**src/rtl/fetch_unit_pkg.sv**
```systemverilog
// Shared constants and types for the instruction fetch stage.
package fetch_unit_pkg;
  localparam int          INSTR_W      = 32;
  localparam logic [31:0] RESET_PC_DEF = 32'h0000_0000;
  localparam logic [31:0] NOP_WORD_DEF = 32'h0000_0000;
  localparam logic [31:0] PC_INC       = 32'd4;

  typedef struct packed {
    logic [INSTR_W-1:0] instr;
    logic [31:0]        pc4;
    logic               valid;
  } ifid_t;

  // Low two bits of a byte target must be zero for word-aligned fetch.
  function automatic logic is_misaligned(input logic [31:0] addr);
    return |addr[1:0];
  endfunction
endpackage

```
**src/rtl/fetch_unit_if_id_reg.sv**
```systemverilog
// IF/ID pipeline register: bubble wins over load, neither means hold.
module if_id_reg
  import fetch_unit_pkg::*;
#(
  parameter logic [INSTR_W-1:0] NOP_WORD = NOP_WORD_DEF
) (
  input  logic               clk,
  input  logic               rst,
  input  logic               load,
  input  logic               bubble,
  input  logic [INSTR_W-1:0] instr,
  input  logic [31:0]        pc4,
  output ifid_t              o_q
);
  ifid_t r_q;

  always_ff @(posedge clk) begin
    if (!rst) begin
      r_q.instr <= NOP_WORD;
      r_q.pc4   <= '0;
      r_q.valid <= 1'b0;
    end else if (bubble) begin
      r_q.instr <= NOP_WORD;
      r_q.pc4   <= '0;
      r_q.valid <= 1'b0;
    end else if (load) begin
      r_q.instr <= instr;
      r_q.pc4   <= pc4;
      r_q.valid <= 1'b1;
    end
  end

  assign o_q = r_q;
endmodule

```
**src/rtl/fetch_unit.sv**
```systemverilog
// Fetch stage: PC register, redirect/stall control, IF/ID latch and fetch counter.
module fetch_unit
  import fetch_unit_pkg::*;
#(
  parameter logic [31:0]        RESET_PC = RESET_PC_DEF,
  parameter logic [INSTR_W-1:0] NOP_WORD = NOP_WORD_DEF
) (
  input  logic               clk,
  input  logic               rst,
  input  logic               stall,
  input  logic               redirect_valid,
  input  logic [31:0]        redirect_pc,
  output logic [31:0]        imem_addr,
  input  logic [INSTR_W-1:0] imem_data,
  output logic [INSTR_W-1:0] ifid_instr,
  output logic [31:0]        ifid_pc4,
  output logic               ifid_valid,
  output logic               misalign_err,
  output logic [31:0]        fetch_count
);
  logic [31:0] r_pc;
  logic        r_misalign;
  logic [31:0] r_fetch_count;
  logic [31:0] w_pc4;
  logic        w_advance;
  ifid_t       w_ifid;

  assign w_pc4     = r_pc + PC_INC;
  assign w_advance = !redirect_valid && !stall;

  always_ff @(posedge clk) begin
    if (!rst) begin
      r_pc          <= RESET_PC;
      r_misalign    <= 1'b0;
      r_fetch_count <= '0;
    end else begin
      // Redirect overrides stall; the target is forced word-aligned.
      if (redirect_valid)
        r_pc <= {redirect_pc[31:2], 2'b00};
      else if (!stall)
        r_pc <= w_pc4;
      r_misalign <= redirect_valid && is_misaligned(redirect_pc);
      if (w_advance)
        r_fetch_count <= r_fetch_count + 32'd1;
    end
  end

  if_id_reg #(.NOP_WORD(NOP_WORD)) u_if_id (
    .clk    (clk),
    .rst    (rst),
    .load   (w_advance),
    .bubble (redirect_valid),
    .instr  (imem_data),
    .pc4    (w_pc4),
    .o_q    (w_ifid)
  );

  assign imem_addr    = r_pc;
  assign ifid_instr   = w_ifid.instr;
  assign ifid_pc4     = w_ifid.pc4;
  assign ifid_valid   = w_ifid.valid;
  assign misalign_err = r_misalign;
  assign fetch_count  = r_fetch_count;
endmodule

```
**config.mk**
```make
export PLATFORM = sky130hd
export DESIGN_NAME = fetch_unit
export DESIGN_NICKNAME = d
export VERILOG_FILES = /design/src/rtl/fetch_unit_pkg.sv /design/src/rtl/fetch_unit_if_id_reg.sv /design/src/rtl/fetch_unit.sv
export SDC_FILE = /design/constraint.sdc
export NUM_CORES = 1
export LEC_CHECK = 0
export ABC_AREA = 1
export CORE_AREA = 2 2 137 139
export CTS_BUF_LIST = sky130_fd_sc_hd__clkbuf_4
export DETAILED_ROUTE_END_ITERATION = 8
export DIE_AREA = 0 0 139 141
export PLACE_DENSITY_LB_ADDON = 0.25
export SYNTH_ARGS = -nofsm -noshare
export SYNTH_HDL_FRONTEND = slang
export SYNTH_HIERARCHICAL = 1
export SYNTH_SLANG_ARGS = --single-unit
```
**constraint.sdc**
```tcl
create_clock -name clk -period 2 [get_ports clk]
set_clock_uncertainty 0.2 [all_clocks]
set_input_delay 0.5 -clock clk [delete_from_list [all_inputs] [get_ports clk]]
set_output_delay 0.5 -clock clk [all_outputs]
set_load 0.01 [all_outputs]
```
Fig. 1: M3 wires
Scale: 3 px per um.
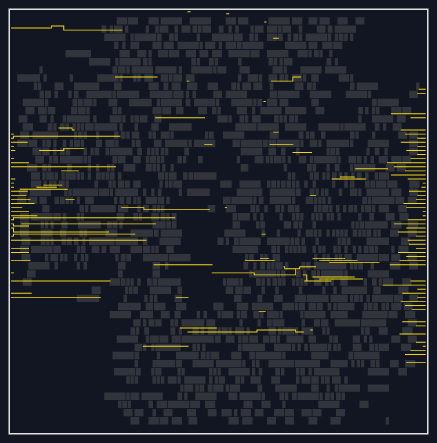
longest straight run: 53.8 um
nets with wire on the layer: 109

Fig. 2: wire density map
Scale: 3 px per um. 28 x 28 tiles, from dark purple (low) to yellow (high), scaled to the fullest tile. Values are wire area over tile area, all layers added.
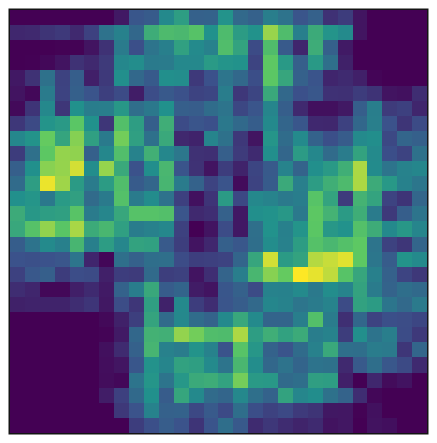
emptiest ninth of the die: south-west
fullest tile: 0.48
nearly empty tiles: 13%
mean over tiles: 0.16
densest ninth of the die: east
tiles over half the peak: 23%

Fig. 3: cell sizes after repair
Scale: 2 px per um.
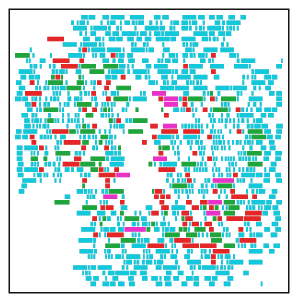
legend:
  cyan:
    size: _0 and _1 cells
    cells: 947
    share: 83%
    most_used: nand2_1
  magenta:
    size: _6 and larger
    cells: 11
    share: 0.97%
    most_used: buf_12
  green:
    size: _2 cells
    cells: 80
    share: 7.0%
    most_used: dfxtp_2
  red:
    size: _3 and _4 cells
    cells: 101
    share: 8.9%
    most_used: buf_4

cell type report:
| class | count | share of cell area, % |
|---|---|---|
| clock inverters | 12 | 1.323 |
| inverters | 81 | 3.411 |
| repair buffers | 245 | 25.26 |
| multi-input cells | 653 | 35.13 |
| well taps | 234 | 3.258 |
| flip-flops and latches | 128 | 29.89 |
| clock buffers | 20 | 1.671 |
| diodes | 2 | 0.05569 |
stage by stage:
step	TNS (ps)	hold WS, ps
global placement	-14900	247.3
detailed placement	-17050	249.6
floorplan	0	283.9
CTS	0	253.3
global route	-0.003997	248.0
finish	0	262.2
worst max-delay path by stage:
stage	startpoint	to	slack, ps	cells past startpoint
2_1_floorplan	redirect_valid	u_if_id/o_q[11]$_SDFFE_PP0P_	50	9
3_5_place_dp	stall	fetch_count[31]$_SDFFE_PN0P_	-230	9
3_3_place_gp	stall	fetch_count[31]$_SDFFE_PN0P_	-180	9
6_report	fetch_count[8]$_SDFFE_PN0P_	fetch_count[8]	70	1
5_1_grt	fetch_count[15]$_SDFFE_PN0P_	fetch_count[15]	-0.004	1
4_1_cts	fetch_count[3]$_SDFFE_PN0P_	fetch_count[3]	2	1
sequential cells by signal, indices dropped and copies added, names as in the netlist:
| name | flops |
|---|---|
| u_if_id/o_q | 65 |
| fetch_count | 32 |
| imem_addr | 30 |
| misalign_err | 1 |
cells in the final DEF, fill, tap and decap left out, drive strengths merged, types with 8 or more instances in the layout:
cell type and n:
nor2 101, o21ai 22, dfxtp 128, xor2 19
clkbuf 22, a22o 8, clkdlybuf4s15 16, dlygate4sd2 109
buf 51, nand3 32, clkinv 9, a21oi 95
clkdlybuf4s50 67, inv 79, nor3 19, nand2 321
power by group:
group | internal, mW | switching, mW
registers | 2.60 | 0.0649
logic | 0.328 | 0.329
clock network | 0.766 | 0.983
total | 3.69 | 1.38
==> summary.txt <==
Figures from the implementation reports.

- Once placement finished, the instance area stood at 0.008688 mm2.
- The combined buffer and inverter count along the critical path is 1.
- The per-instance average area after synthesis is 6.946 um2.
- The largest driver fanout on the critical path reads 5.
- The synthesis warning total is 6.
- The synthesized netlist devotes 11.78% of its cell area to compound gates.
- Summing the areas of all fa, ha and maj instances in the mapped netlist gives 0.4021% of the synthesized area.
- The largest net degree at the start of global routing is 31.
- The worst-case setup slack after placement is -228.8 ps.
- The endpoint of the worst-slack reg-to-reg timing path reads imem_addr[20]$_SDFFE_PN0P_.
- The type of element launching the critical path is a register.
- The clock tree from TritonCTS is done.
- Looking at the cell usage after synthesis, the top flip-flop cell is sky130_fd_sc_hd__dfxtp_1.
- Yosys mapped a number of flops with a built-in enable equal to 0.
- The cell type with the highest aggregate area in the netlist is sky130_fd_sc_hd__dfxtp_1.
- Per the placement report, the placed cell count is 1335.
- The share of post-route cells with drive strength above 1 is 16.86%.
- The count of antenna-violating nets left after detailed routing reads 0.
- The largest single stage delay on the critical path is 390 ps.
- Per the final report, max-transition violations number 0.
- The count of input and output buffers reads 195.
- The wire length the detailed router placed on met1 reads 8400 um.
- In this run the post-CTS setup repair buffer count came out at 0.
- Summed over all nets, wire length on met3 after detailed routing comes to around 1200 um.
- The post-synthesis xor/xnor area fraction reads ~4.6%.
- The fraction of synthesized area in multiplexers reads 0%.
- The basic-gate share of the synthesized area counting and, or, nand and nor cells is between 30% and 40%.
- The count of cells resized by post-cts repair reads between 200 and 250.
- The run finished with clean final reports.
- Leaving out buffers and inverters, the combinational logic in the layout accounts for 0.003157 mm2.
- The share of Yosys cell area claimed by the top area cell type is approximately two fifths.
- Looking at the setup timing report, the critical path kind is register to primary output.
- The die outline width is 139 um.
- The layout report lists the combined flip-flop and latch area as 0.002686 mm2.
Power figures rest on the tool's default switching activity, not on a simulated workload.
